<file path="config.mk">
export PLATFORM = sky130hd
export DESIGN_NAME = alu_seq
export DESIGN_NICKNAME = d
export VERILOG_FILES = /design/src/rtl/alu_pkg.sv /design/src/rtl/alu_seq_mul.sv /design/src/rtl/alu_seq.sv
export SDC_FILE = /design/constraint.sdc
export NUM_CORES = 1
export LEC_CHECK = 0
export CORE_UTILIZATION = 51
export DETAILED_ROUTE_END_ITERATION = 7
export PLACE_DENSITY = 0.77
export SLEW_MARGIN = 5
export SYNTH_ARGS = -nofsm -noshare
export SYNTH_HDL_FRONTEND = slang
export SYNTH_SLANG_ARGS = --single-unit
</file>
<file path="constraint.sdc">
create_clock -name clk -period 2.6 [get_ports clk]
set_input_delay 0.52 -clock clk [delete_from_list [all_inputs] [get_ports clk]]
set_output_delay 0.52 -clock clk [all_outputs]
set_load 0.1 [all_outputs]
</file>
<file path="src/rtl/alu_pkg.sv">
// alu_pkg: constants and types shared by the sequential ALU and its multiplier.
//   - OP_*    : 3-bit opcode map (ADD/SUB/AND/OR/XOR as on the old combinational
//               ALU, plus MUL and NOP)
//   - state_e : control FSM encoding of alu_seq
package alu_pkg;

    localparam logic [2:0] OP_ADD = 3'b000;
    localparam logic [2:0] OP_SUB = 3'b001;
    localparam logic [2:0] OP_AND = 3'b010;
    localparam logic [2:0] OP_OR  = 3'b011;
    localparam logic [2:0] OP_XOR = 3'b100;
    localparam logic [2:0] OP_MUL = 3'b101;
    localparam logic [2:0] OP_NOP = 3'b110;  // 3'b111 decodes as NOP as well

    typedef enum logic [1:0] {
        IDLE = 2'd0,
        MUL  = 2'd1,
        HOLD = 2'd2
    } state_e;

endpackage

</file>
<file path="src/rtl/alu_seq_mul.sv">
// alu_seq_mul: iterative unsigned shift-add multiplier, one partial product per
// step, WIDTH steps per product.
//   clk, rst_n : clock, asynchronous active-low reset
//   start      : load a/b and clear accumulator and step counter
//   step       : perform one shift-add step
//   a, b       : operands (sampled on start)
//   done       : the current step is the last one; prod is then the full product
//   prod       : accumulator including the current step's partial product
module alu_seq_mul
    import alu_pkg::*;
#(
    parameter int WIDTH = 4
) (
    input  logic               clk,
    input  logic               rst_n,
    input  logic               start,
    input  logic               step,
    input  logic [WIDTH-1:0]   a,
    input  logic [WIDTH-1:0]   b,
    output logic               done,
    output logic [2*WIDTH-1:0] prod
);

    localparam int CW = $clog2(WIDTH + 1);

    logic [2*WIDTH-1:0] mcand_q, mcand_d;
    logic [WIDTH-1:0]   mplier_q, mplier_d;
    logic [2*WIDTH-1:0] acc_q, acc_d;
    logic [CW-1:0]      cnt_q, cnt_d;

    // prod is look-ahead so the caller can register the result on the same
    // edge as the final step, giving WIDTH cycles in the MUL state.
    assign prod = acc_q + (mplier_q[0] ? mcand_q : '0);
    assign done = (cnt_q == CW'(WIDTH - 1));

    always_comb begin
        mcand_d  = mcand_q;
        mplier_d = mplier_q;
        acc_d    = acc_q;
        cnt_d    = cnt_q;
        if (start) begin
            mcand_d  = {{WIDTH{1'b0}}, a};
            mplier_d = b;
            acc_d    = '0;
            cnt_d    = '0;
        end else if (step) begin
            acc_d    = prod;
            mcand_d  = mcand_q << 1;
            mplier_d = mplier_q >> 1;
            cnt_d    = cnt_q + 1'b1;
        end
    end

    always_ff @(posedge clk or negedge rst_n) begin
        if (!rst_n) begin
            mcand_q  <= '0;
            mplier_q <= '0;
            acc_q    <= '0;
            cnt_q    <= '0;
        end else begin
            mcand_q  <= mcand_d;
            mplier_q <= mplier_d;
            acc_q    <= acc_d;
            cnt_q    <= cnt_d;
        end
    end

endmodule

</file>
<file path="src/rtl/alu_seq.sv">
// alu_seq: handshaked, registered ALU with flags and optional multi-cycle MUL.
//   clk, rst_n          : clock, asynchronous active-low reset
//   in_valid / in_ready : operand handshake (a, b, sel)
//   out_valid/out_ready : result handshake (out, out_hi, carry, ovf, zero)
//   out_hi              : high half of MUL product, 0 otherwise
//   carry               : ADD carry-out / SUB borrow (a < b unsigned)
//   ovf                 : signed overflow for ADD/SUB
//   zero                : out == 0 and out_hi == 0
// Handshake: a transfer happens on a rising edge where valid && ready are both
// high; valid holds its payload stable until then. One operation in flight.
module alu_seq
    import alu_pkg::*;
#(
    parameter int WIDTH  = 4,
    parameter int MUL_EN = 1
) (
    input  logic             clk,
    input  logic             rst_n,
    input  logic             in_valid,
    output logic             in_ready,
    input  logic [WIDTH-1:0] a,
    input  logic [WIDTH-1:0] b,
    input  logic [2:0]       sel,
    output logic             out_valid,
    input  logic             out_ready,
    output logic [WIDTH-1:0] out,
    output logic [WIDTH-1:0] out_hi,
    output logic             carry,
    output logic             ovf,
    output logic             zero
);

    state_e             state_q, state_d;
    logic [WIDTH-1:0]   out_q, out_d;
    logic [WIDTH-1:0]   out_hi_q, out_hi_d;
    logic               carry_q, carry_d;
    logic               ovf_q, ovf_d;
    logic               zero_q, zero_d;

    logic               accept;
    logic               is_mul;
    logic               mul_start;
    logic               mul_step;
    logic               mul_done;
    logic [2*WIDTH-1:0] mul_prod;

    logic [WIDTH:0]     sum;
    logic [WIDTH:0]     diff;
    logic [WIDTH-1:0]   res_out;
    logic               res_carry;
    logic               res_ovf;

    assign in_ready  = (state_q == IDLE) || ((state_q == HOLD) && out_ready);
    assign out_valid = (state_q == HOLD);
    assign accept    = in_valid && in_ready;
    // With MUL disabled opcode 101 falls through to the NOP decode below.
    assign is_mul    = (MUL_EN != 0) && (sel == OP_MUL);

    assign out    = out_q;
    assign out_hi = out_hi_q;
    assign carry  = carry_q;
    assign ovf    = ovf_q;
    assign zero   = zero_q;

    generate
        if (MUL_EN != 0) begin : g_mul
            alu_seq_mul #(.WIDTH(WIDTH)) u_mul (
                .clk   (clk),
                .rst_n (rst_n),
                .start (mul_start),
                .step  (mul_step),
                .a     (a),
                .b     (b),
                .done  (mul_done),
                .prod  (mul_prod)
            );
        end else begin : g_no_mul
            logic unused_mul;
            assign unused_mul = mul_start ^ mul_step;
            assign mul_done   = 1'b0;
            assign mul_prod   = '0;
        end
    endgenerate

    // Single-cycle result. The extra top bit of diff is the unsigned borrow.
    always_comb begin
        sum       = {1'b0, a} + {1'b0, b};
        diff      = {1'b0, a} - {1'b0, b};
        res_out   = '0;
        res_carry = 1'b0;
        res_ovf   = 1'b0;
        case (sel)
            OP_ADD: begin
                res_out   = sum[WIDTH-1:0];
                res_carry = sum[WIDTH];
                res_ovf   = (a[WIDTH-1] == b[WIDTH-1]) && (sum[WIDTH-1] != a[WIDTH-1]);
            end
            OP_SUB: begin
                res_out   = diff[WIDTH-1:0];
                res_carry = diff[WIDTH];
                res_ovf   = (a[WIDTH-1] != b[WIDTH-1]) && (diff[WIDTH-1] != a[WIDTH-1]);
            end
            OP_AND:  res_out = a & b;
            OP_OR:   res_out = a | b;
            OP_XOR:  res_out = a ^ b;
            default: res_out = '0;
        endcase
    end

    always_comb begin
        state_d   = state_q;
        out_d     = out_q;
        out_hi_d  = out_hi_q;
        carry_d   = carry_q;
        ovf_d     = ovf_q;
        zero_d    = zero_q;
        mul_start = 1'b0;
        mul_step  = 1'b0;
        case (state_q)
            IDLE, HOLD: begin
                if ((state_q == HOLD) && out_ready) begin
                    state_d = IDLE;
                end
                if (accept) begin
                    if (is_mul) begin
                        state_d   = MUL;
                        mul_start = 1'b1;
                    end else begin
                        state_d  = HOLD;
                        out_d    = res_out;
                        out_hi_d = '0;
                        carry_d  = res_carry;
                        ovf_d    = res_ovf;
                        zero_d   = (res_out == '0);
                    end
                end
            end
            MUL: begin
                mul_step = 1'b1;
                if (mul_done) begin
                    state_d  = HOLD;
                    out_d    = mul_prod[WIDTH-1:0];
                    out_hi_d = mul_prod[2*WIDTH-1:WIDTH];
                    carry_d  = 1'b0;
                    ovf_d    = 1'b0;
                    zero_d   = (mul_prod == '0);
                end
            end
            default: state_d = IDLE;
        endcase
    end

    always_ff @(posedge clk or negedge rst_n) begin
        if (!rst_n) begin
            state_q  <= IDLE;
            out_q    <= '0;
            out_hi_q <= '0;
            carry_q  <= 1'b0;
            ovf_q    <= 1'b0;
            zero_q   <= 1'b0;
        end else begin
            state_q  <= state_d;
            out_q    <= out_d;
            out_hi_q <= out_hi_d;
            carry_q  <= carry_d;
            ovf_q    <= ovf_d;
            zero_q   <= zero_d;
        end
    end

endmodule

</file>
Fig. 1: run 1, metal 3
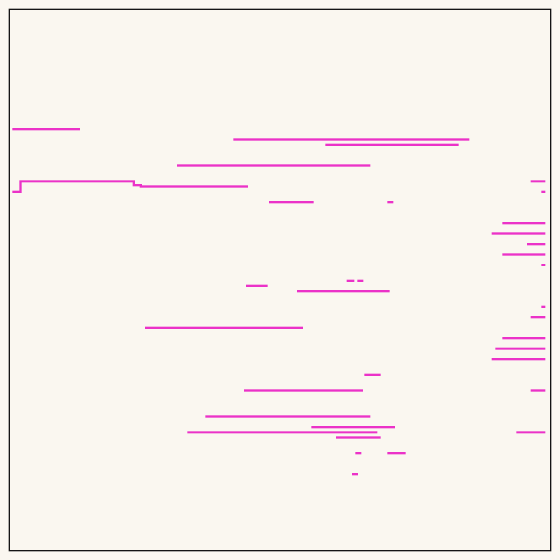
wire length on this layer: 282 um
main direction: horizontal
total number of vias: 2045
final WL: 5460 um
global routing usage on met3: 4.04%

Fig. 2: run 1, clock nets
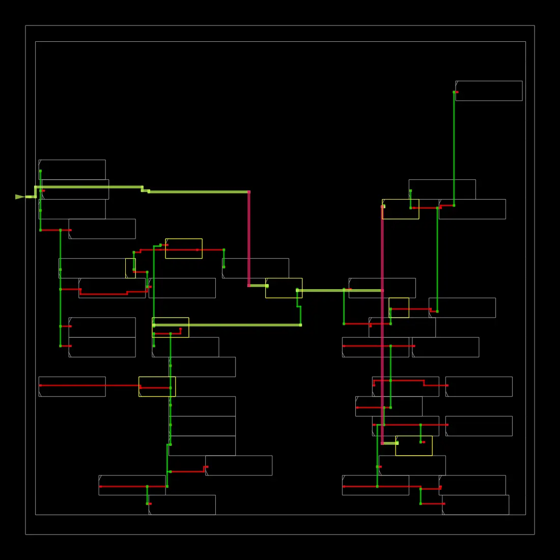
Layout Skew: 0.00268 ns
Inserted Clock Buffers: 5

Fig. 3: run 1, supply network
Bar = 20 um. Pins as bars on the die edge.
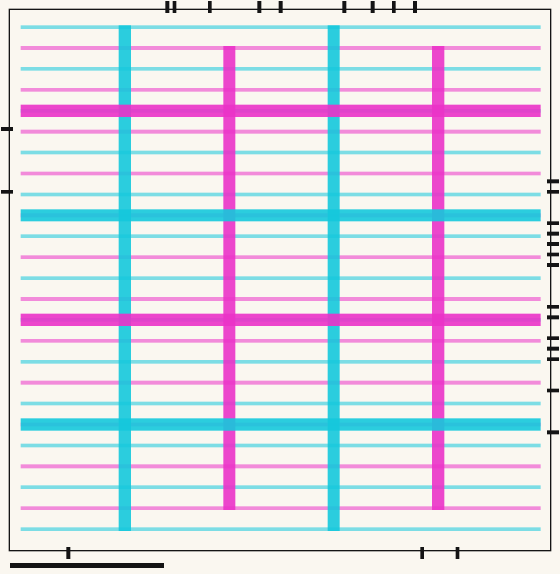
legend:
  VSS:
    color: cyan
  VDD:
    color: magenta
rows: 24
met1 rails: 25
met4 straps: 4
met5 straps: 4
signal pins: 28

==> impl_metrics.yaml, run 1 <==
# implementation run metrics
final_timing:
  report.final.hold_viol_count: 0
  rsz_0062_raised_after_global_routing: "yes"
  fmaxAchievable_mhz: 385
  minimum_clock_period_after_layout_ns: 2.59
  timing.final.max_slew_violations: 0
  least_margin_pin_slew_ns: 0.795
  setup_violators_final: 0
  slew_headroom_pct: 46.8
power_and_ir_drop:
  swShare_pct: 42.7
  max-vdd-ir-drop_uv: 474
  power.share.combinational_pct: 47.4
  seq_power_share_pct: 36.2
  clockPowerShare_pct: 16.4
  power_per_cell_area_mw_per_mm2: 818
placement:
  post-dp-hpwl_um: 4210
  port_buffers: 27
  post-place-cells: 366
  gpl.final_weighted_congestion: 0.871
yosys:
  synth.lib_cells_used.distinct: 46
  netlist_area_before_placement_mm2: 0.00237
  syn_nets: 309
  synth-main-ff-cell: "dfrtp_1"
  syn_inst_count: 270
  mux_area_share_pct: 2.27
  adders_majority_by_area_pct: 13.6
  synth.yosys.seq_area_share_pct: 38.0
  top_logic_kind: "simple AND/OR/NAND/NOR gates"
  postSynth.asyncResetShare_pct: 100
  yosysCellCount: 270
  simple_gate_share_pct: 19.1
  synth.yosys.warnings: 0
  synth_area_per_cell_um2: 8.79
  yosys.area_share.xor_xnor_pct: 3.69
  postSynthRegisterBits: 36
clocking:
  cts-htree-levels: 2
  clock_latency_ns: 0.28
  cts_sink_count: 36
  cts-root-buf: "clkbuf_8"
  cts_max_path_buffers: 2
  post_cts_hold_buffer_count: 0
  cts.reportedPaths.clkPinSlew_ns: 0.07
critical_path:
  regToRegStartpoint: "g_mul.u_mul.mplier_q[0]$_DFFE_PN0P_"
  timing.reg2reg.setup_slack_ns: 0.006
  timing_worst_setup_path_type: "flip-flop to flip-flop"
  critical_path_arrival_ns: 2.79
  r2r_end: "zero$_DFFE_PN0P_"
  startpoint_type: "flip-flop"
  worstSetupStartpoint: "g_mul.u_mul.mplier_q[0]$_DFFE_PN0P_"
  timing.reg2reg.worst_path_depth: 9
  cp_data_required_time_ns: 2.80
finish:
  final_util_pct: 67.9
  final-comb-area_mm2: 0.00139
  num-nets-final: 361
  area_growth_syn_to_layout_pct: 26.3
  share_of_layout_cells_above_drive_strength_1_pct: 19.5
  flop_area_um2: 901
route:
  drtIter0Drc: 123
  routed_wire_length_per_instance_um: 14.6
  route.detailed.drc: 0
  drtAntennaViolNets: 0
  drt_pass_1_iters: 4
global_route:
  globalRouteOverflowTotal: 0
  grt_first_pass_wirelength_um: 9070
  pin_count_of_the_biggest_net_entering_global_routing: 37
  number_of_global_route_vias_before_repair: 2000
  antenna_found_initial: 0
  grt_use_total_pct: 23.6
run_status:
  run_status: "finished clean"
floorplan:
  fp-row-count: 24
  floorplan.die.height_um: 70.2
  placeableCoreArea_mm2: 0.00441
  dieWidth_um: 70.2
  chip_area_mm2: 0.00493
run:
  maxCapViolCount: 0
worst_hold_path:
  min_path_type: "primary input to async pin"
-- run 1: cell usage after synthesis, types with 2 or more instances --
cell type	instances	area, um^2
a21oi_1	8	40.0
nor2_1	9	33.8
o21ai_0	23	115
a21o_1	3	22.5
mux2_2	3	33.8
a21boi_0	2	15.0
xnor2_1	6	52.6
o31ai_1	2	15.0
buf_2	2	10.0
ha_1	21	263
o22ai_1	2	12.5
or4_1	2	15.0
a22oi_1	6	45.0
nor3_1	3	15.0
fa_1	3	60.1
a211oi_1	2	15.0
dfrtp_1	36	901
and2_1	9	56.3
inv_1	16	60.1
o21bai_1	3	22.5
mux2i_1	2	20.0
o21ai_1	2	10.0
o211ai_1	4	30.0
nand3_1	2	10.0
nand2_1	58	218
nand2b_1	6	37.5
or3_1	2	12.5
nor2b_1	2	12.5
clkbuf_1	11	41.3
xor2_1	4	35.0
-- run 1: layout by cell type, fill, tap and decap left out, drive strengths merged, types with 7 or more instances in the layout --
| cell | synthesis | routed |
|---|---|---|
| a21oi | 9 | 9 |
| inv | 16 | 16 |
| clkbuf | 11 | 7 |
| buf | 3 | 46 |
| and2 | 9 | 9 |
| ha | 21 | 21 |
| nand2 | 58 | 58 |
| clkdlybuf4s50 | 0 | 13 |
| dfrtp | 36 | 36 |
| nor2 | 9 | 9 |
| o21ai | 25 | 25 |
-- run 1: cell type report --
class	instances	share of cell area, %
timing repair buffer	59	16.2
inverter	16	2.00
clock buffer	7	2.88
sequential	36	30.1
clock inverter	1	0.250
tap	52	2.17
multi-input combinational	204	46.5
-- run 1: power by group through the flow --
stage	logic, uW	clock network, uW	registers [uW]
floorplan	558	0	1100
global placement	1100	0	880
detailed placement	1130	0	889
CTS	1150	413	881
global route	1260	434	911
finish	1160	403	888
-- run 1: sequential cells by signal, indices dropped and copies added (netlist names) --
name / cells
g_mul.u_mul.acc_q: 8
g_mul.u_mul.mcand_q: 8
g_mul.u_mul.mplier_q: 4
out: 4
out_hi: 4
g_mul.u_mul.cnt_q: 3
state_q: 2
carry: 1
ovf: 1
zero: 1
-- run 1: metrics by stage --
| stage | TNS (ns) | area (um^2) | hold slack (ns) | total power [uW] |
|---|---|---|---|---|
| final | 0 | 3000 | 0.315 | 2450 |
| after global routing | -0.134 | 3000 | 0.378 | 2600 |
| after CTS | -0.0253 | 2990 | 0.333 | 2440 |
| after detailed placement | -0.366 | 2870 | 0.475 | 2020 |
| after global placement | -0.269 | 2870 | 0.461 | 1980 |
| after floorplan | 0 | 2390 | 0.224 | 1660 |
-- run 1: worst max-delay path, stage by stage (launching register included) --
cell      delay [ns]
dfrtp_1         0.37
and2_1          0.19
ha_4            0.17
fa_2            0.39
a211oi_2        0.24
o21bai_1        0.11
a21oi_1         0.19
xnor2_1         0.11
or4_1           0.54
o31ai_1         0.19
-- run 1: layer usage --
layer	vias up	GRT usage, %	routed length (um)
met5	-	0	0
met3	9	4.04	281
met1	955	31.4	2500
li1	1031	-	-
met4	0	7.78	93
met2	50	38.7	2590
-- run 1: repair_timing --
action / CTS / global route
endpoints found under the setup margin: 1 / 1
pin swaps: 7 / 3
gates resized: 3 / 1
buffers inserted: 1 / 0
Fig. 4: run 1, routed metal, one color a layer
Bar = 20 um. Only two layers are drawn.
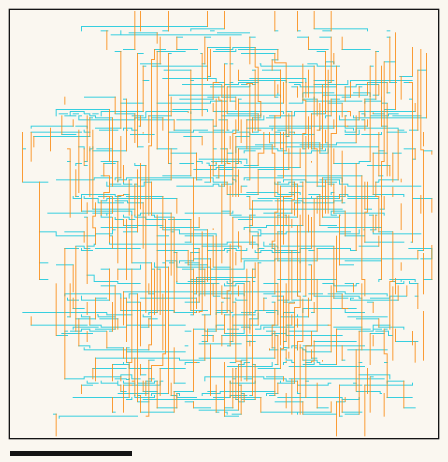

==> run 2, diff against run 1 <==
--- a/config.mk
+++ b/config.mk
@@ -5,10 +5,11 @@
 export SDC_FILE = /design/constraint.sdc
 export NUM_CORES = 1
 export LEC_CHECK = 0
+export ABC_AREA = 1
+export CORE_ASPECT_RATIO = 1.25
 export CORE_UTILIZATION = 51
 export DETAILED_ROUTE_END_ITERATION = 7
-export PLACE_DENSITY = 0.77
-export SLEW_MARGIN = 5
+export PLACE_DENSITY = 0.76
 export SYNTH_ARGS = -nofsm -noshare
 export SYNTH_HDL_FRONTEND = slang
 export SYNTH_SLANG_ARGS = --single-unit
Fig. 5: run 2, routed metal, one color a layer
Bar = 20 um. Only two layers are drawn.
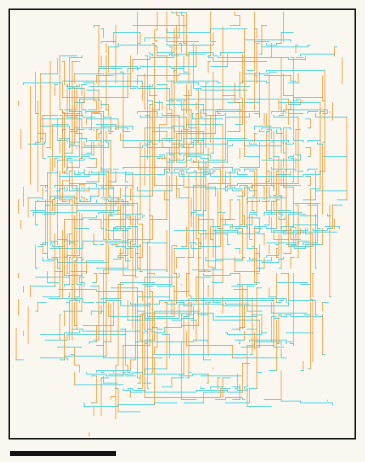
legend:
  met2:
    color: orange
    wire_length: 2900 um
  met1:
    color: cyan
    wire_length: 2450 um

Fig. 6: run 2, metal 3
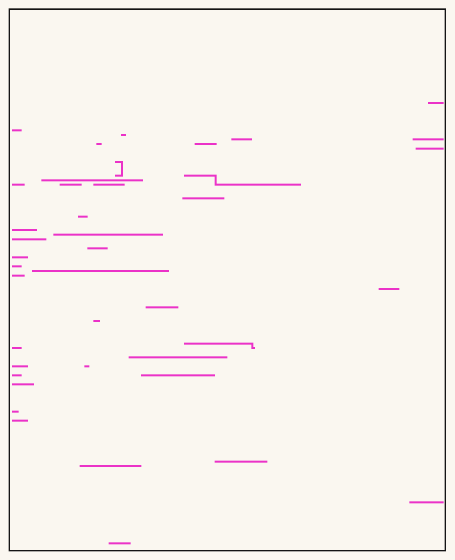
nets with wire on the layer: 33
share of all routed wire: 3.5%
main direction: horizontal
wire length on this layer: 203 um

==> run 2 against run 1 <==
- final cell count up 17%
- worst setup slack better by 0.35 ns
- critical path depth up 6
- first-iteration DRC count up 30%
- critical path type is now primary input to flip-flop
- largest cell class unchanged
- highest routed layer unchanged
==> impl_metrics.yaml, run 2 <==
# implementation run metrics
floorplan:
  dieWidth_um: 65.2
  placeableCoreArea_mm2: 0.00476
finish:
  largest_registers: "g_mul.u_mul.acc_q x8, g_mul.u_mul.mcand_q x8"
  share_of_layout_cells_above_drive_strength_1_pct: 11.3
critical_path:
  critical_path_arrival_ns: 2.47
  slowest_stage: "clkdlybuf4s50_1"
  cpPeakStageDelay_ns: 0.50
  worstPathCellList: "clkdlybuf4s50_1 -> ha_1 -> inv_1 -> fa_1 -> inv_1 -> nand2_1 -> nand2_1 -> nor2_1 -> nor2_1 -> nand3_1 -> nor2_1 -> nand2_1 -> nand2_1 -> nand2_1 -> nand2_1"
  startpoint_type: "primary input"
  regToRegStartpoint: "g_mul.u_mul.mplier_q[0]$_DFFE_PN0P_"
  cp_data_required_time_ns: 2.83
route:
  drtIter0Drc: 160
  route.detailed.drc: 0
  routed_wire_length_per_instance_um: 13.2
  wl_um: 5790
  drt_pass_1_iters: 4
global_route:
  global_route.usage.met2_pct: 45.9
  pin_count_of_the_biggest_net_entering_global_routing: 37
  antenna_found_initial: 0
  grt_use_total_pct: 25.0
  grt_first_pass_wirelength_um: 9990
  globalRouteOverflowTotal: 0
final_timing:
  least_margin_pin_slew_ns: 0.821
  rsz_0062_raised_after_global_routing: "no"
  minimum_clock_period_after_layout_ns: 2.25
  setup_violators_final: 0
  setup_total_negative_slack_ns: 0
clocking:
  cts_inserted_buffers: 5
  cts_max_path_buffers: 2
  cts_sink_count: 36
  clock_latency_ns: 0.28
  post_cts.resized_instances: 0
  post_cts_buffers: 0
power_and_ir_drop:
  max-vdd-ir-drop_uv: 535
  power_per_cell_area_mw_per_mm2: 908
placement:
  post-place-cells: 433
  port_buffers: 27
yosys:
  netlist.top_cell.by_instances: "nand2_1"
  yosys.area_share.xor_xnor_pct: 1.03
  synth.yosys.warnings: 0
  syn_nets: 386
  top_logic_kind: "simple AND/OR/NAND/NOR gates"
  syn_inst_count: 347
  post_synth_main_area_contributors: "dfrtp_1 (35%), nand2_1 (17%), ha_1 (10%)"
  yosys.area.top_type_share_pct: 35.4
run:
  maxCapViolCount: 0
run_status:
  run_status: "finished clean"
[run 2: worst max path at each step]
stage,endpoint,start,slack (ns)
2_1_floorplan,g_mul.u_mul.mcand_q[2]$_DFFE_PN0P_,out_ready,0.23
3_3_place_gp,zero$_DFFE_PN0P_,a[0],0.13
3_5_place_dp,zero$_DFFE_PN0P_,b[0],0.07
4_1_cts,zero$_DFFE_PN0P_,b[0],0.36
5_1_grt,zero$_DFFE_PN0P_,b[0],0.13
6_report,zero$_DFFE_PN0P_,b[0],0.35
[run 2: power breakdown]
group	internal [uW]	switching [uW]	total, uW
sequential	763	144	907
combinational	426	925	1350
clock	236	190	426
total	1430	1260	2680
[run 2: stage by stage]
stage	hold WS [ns]	setup slack, ns	area, um^2
CTS	0.349	0.362	2960
floorplan	0.224	0.232	2540
finish	0.329	0.355	2960
detailed placement	0.467	0.0660	2860
global placement	0.461	0.128	2860
global route	0.392	0.133	2960
[run 2: layout make-up]
class,instances,area (um^2)
multi-input cells,245,1370
flip-flops and latches,36,901
fillers,463,1810
inverters,59,224
clock buffers,7,96.3
repair buffers,33,290
well taps,60,75.1
[run 2: kinds of logic (layout without fill, tap and decap cells)]
| family | count (synthesis) | in the layout |
|---|---|---|
| AND-OR/OR-AND | 42 | 42 |
| XOR/XNOR | 3 | 3 |
| adder cells (fa/ha/maj) | 24 | 24 |
| buffers and inverters | 66 | 99 |
| flip-flops | 36 | 36 |
| AND/OR/NAND/NOR | 176 | 176 |
[run 2: critical path: cells and delay by family]
family / cells / cell delay (ns)
buf+inv: 3 / 0.64
simple gates: 10 / 0.74
fa+ha+maj: 2 / 0.59
[run 2: metal layers]
metal,vias to the layer above,part of all wire [%]
met5,-,0
met4,0,3.9
met1,1084,42
li1,1156,-
met2,53,50
met3,16,3.5
Fig. 7: run 2, signal wires on met2
Bar = 20 um.
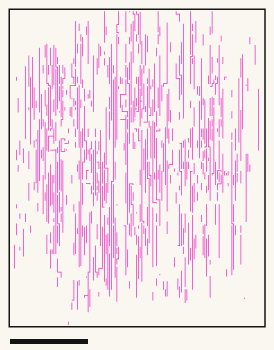

==> run 3, diff against run 2 <==
--- a/config.mk
+++ b/config.mk
@@ -7,9 +7,10 @@
 export LEC_CHECK = 0
 export ABC_AREA = 1
 export CORE_ASPECT_RATIO = 1.25
-export CORE_UTILIZATION = 51
+export CORE_UTILIZATION = 45
 export DETAILED_ROUTE_END_ITERATION = 7
-export PLACE_DENSITY = 0.76
+export PLACE_DENSITY = 0.69
+export SLEW_MARGIN = 0
 export SYNTH_ARGS = -nofsm -noshare
 export SYNTH_HDL_FRONTEND = slang
 export SYNTH_SLANG_ARGS = --single-unit
Fig. 8: run 3, signal wires on met2
Bar = 20 um.
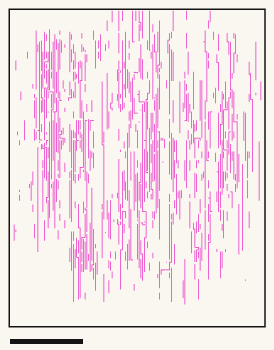
longest straight run: 32.3 um
nets with wire on the layer: 338
wire length on this layer: 2990 um
main direction: vertical

Fig. 9: run 3, clock nets
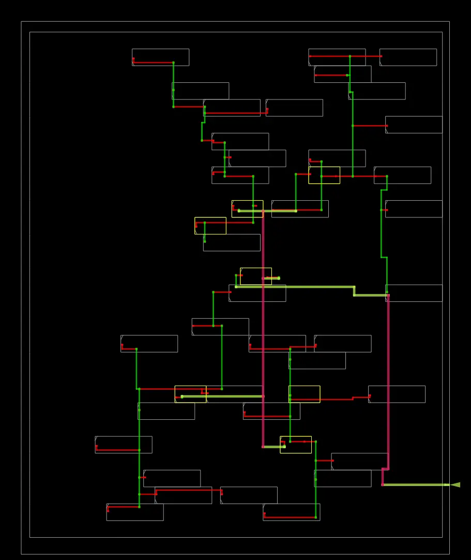
num sequential: 36
tally of clock buffers in the finished layout: 7
later-pin clock latency in the skew report: 0.29 ns
power of the clock network: 431 uW
CTS sink count: 36

==> run 3 against run 2 <==
- global-route usage shrank 3.2 points
- final cell count increased by 1.1%
- clock power increased by 1%
- utilization decreased by 7.5 points
- routed wire length up 2.5%
- sequential share of layout area down 0.13 points
- first-iteration DRC count is 3.8% lower
- design area grew 0.42%
- total power rose by 0.60%
- critical path type unchanged
- critical endpoint unchanged
- largest cell class unchanged
- highest routed layer unchanged
==> impl_metrics.yaml, run 3 <==
# implementation run metrics
run_status:
  run_status: "finished clean"
floorplan:
  chip_area_mm2: 0.00596
  fp-row-count: 30
yosys:
  netlist.top_cell.by_instances: "nand2_1"
  yosys.area_share.xor_xnor_pct: 1.03
  adders_majority_by_area_pct: 12.7
  postSynth.asyncResetShare_pct: 100
  postSynthRegisterBits: 36
  top_logic_kind: "simple AND/OR/NAND/NOR gates"
  yosys.area.top_type_share_pct: 35.4
  synth.yosys.warnings: 0
  post_synth_main_area_contributors: "dfrtp_1 (35%), nand2_1 (17%), ha_1 (10%)"
  simple_gate_share_pct: 29.3
  syn_inst_count: 347
  netlist.top_cell.by_area: "dfrtp_1"
  syn_nets: 386
  netlist_area_before_placement_mm2: 0.00254
final_timing:
  timing.final.max_slew_violations: 0
  skew_ns: 0.00521
  setup_violators_final: 0
critical_path:
  cp_num_buf_inv: 3
  timing_worst_setup_path_type: "primary input to flip-flop"
  critical_path_arrival_ns: 2.52
  cpLargestDelayFamily: "simple AND/OR/NAND/NOR gates"
  slowest_stage: "clkdlybuf4s50_1"
  cp_data_required_time_ns: 2.83
route:
  drtAntennaViolNets: 0
  drtIter0Drc: 154
  wl_um: 5930
  drt_pass_1_iters: 4
clocking:
  cts_max_path_buffers: 2
  post_cts_hold_buffer_count: 0
  cts.reportedPaths.clkPinSlew_ns: 0.07
  cts_inserted_buffers: 5
  cts-htree-levels: 2
  post_cts_buffers: 0
  post_cts.resized_instances: 0
  cts-root-buf: "clkbuf_8"
global_route:
  grt_first_pass_wirelength_um: 10300
  globalRouteOverflowTotal: 0
  number_of_global_route_vias_before_repair: 2292
  antenna_found_initial: 0
  pin_count_of_the_biggest_net_entering_global_routing: 37
power_and_ir_drop:
  max-vdd-ir-drop_uv: 375
  swShare_pct: 47.0
  p_sw_uw: 1270
placement:
  post-dp-hpwl_um: 4540
  gpl.final_weighted_congestion: 0.903
finish:
  lay_top_cells: "nand2_1 (113), inv_1 (55), dfrtp_1 (36), nor2_1 (24), nand3_1 (23)"
  final_util_pct: 54.6
  mostFrequentLayoutCell: "nand2_1"
  n_fill_cell: 532
  area_growth_syn_to_layout_pct: 16.8
worst_hold_path:
  min_path_type: "primary input to async pin"
## run 3: cell counts after synthesis
Identical to the previous run, type by type.
## run 3: routing by layer
| layer | global-route usage (%) | vias up | wire length (um) |
|---|---|---|---|
| met5 | 0 | - | 0 |
| met4 | 10.4 | 0 | 237 |
| met3 | 3.29 | 22 | 188 |
| met2 | 40.4 | 63 | 2990 |
| met1 | 24.3 | 1077 | 2510 |
| li1 | - | 1166 | - |
## run 3: path summary, 6_finish.rpt
check	startpoint	end	slack, ns	cells after the start
max	b[0]	zero$_DFFE_PN0P_	0.31	15
min	rst_n	g_mul.u_mul.cnt_q[0]$_DFFE_PN0P_	0.32	1
max reg2reg	g_mul.u_mul.mplier_q[0]$_DFFE_PN0P_	zero$_DFFE_PN0P_	0.40	12
min reg2reg	g_mul.u_mul.cnt_q[0]$_DFFE_PN0P_	g_mul.u_mul.cnt_q[0]$_DFFE_PN0P_	0.48	1
max in group asynchronous	rst_n	zero$_DFFE_PN0P_	1.77	1
min in group clk	g_mul.u_mul.cnt_q[0]$_DFFE_PN0P_	g_mul.u_mul.cnt_q[0]$_DFFE_PN0P_	0.48	1
## run 3: cells by family (layout without fill, tap and decap cells)
logic type      Yosys count  count (layout)
simple gates            176             176
buf+inv                  66             100
compound gates           42              42
flops                    36              36
fa+ha+maj                24              24
xor+xnor                  3               3
## run 3: area by class of cell
type / count / area, um^2 / share of cell area [%]
Clock buffer: 7 / 96.3 / 3.24
Inverter: 59 / 224 / 7.54
Multi-Input combinational cell: 245 / 1370 / 46.1
Sequential cell: 36 / 901 / 30.3
Tap cell: 64 / 80.1 / 2.70
Timing Repair Buffer: 34 / 298 / 10.0
## run 3: per-stage QoR
step           power (uW)  std cells  setup WS, ns
2_1_floorplan        1940        347         0.232
3_3_place_gp         2240        438        0.0474
3_5_place_dp         2270        438        0.0301
4_1_cts              2710        445         0.325
5_1_grt              2890        445         0.125
6_report             2700        445         0.309
## run 3: worst register-to-register path, delay by kind of cell, from the launching register on
family	cells	cell delay (ns)
buf+inv	1	0.05
flops	1	0.49
simple gates	9	0.92
fa+ha+maj	2	0.69
## run 3: power by group through the flow
stage / logic, uW / registers [uW] / clock network, uW
3_3_place_gp: 1340 / 906 / 0
4_1_cts: 1370 / 905 / 439
6_report: 1360 / 905 / 431
5_1_grt: 1500 / 928 / 462
3_5_place_dp: 1360 / 911 / 0
2_1_floorplan: 767 / 1170 / 0
Power figures rest on the tool's default switching activity, not on a simulated workload.
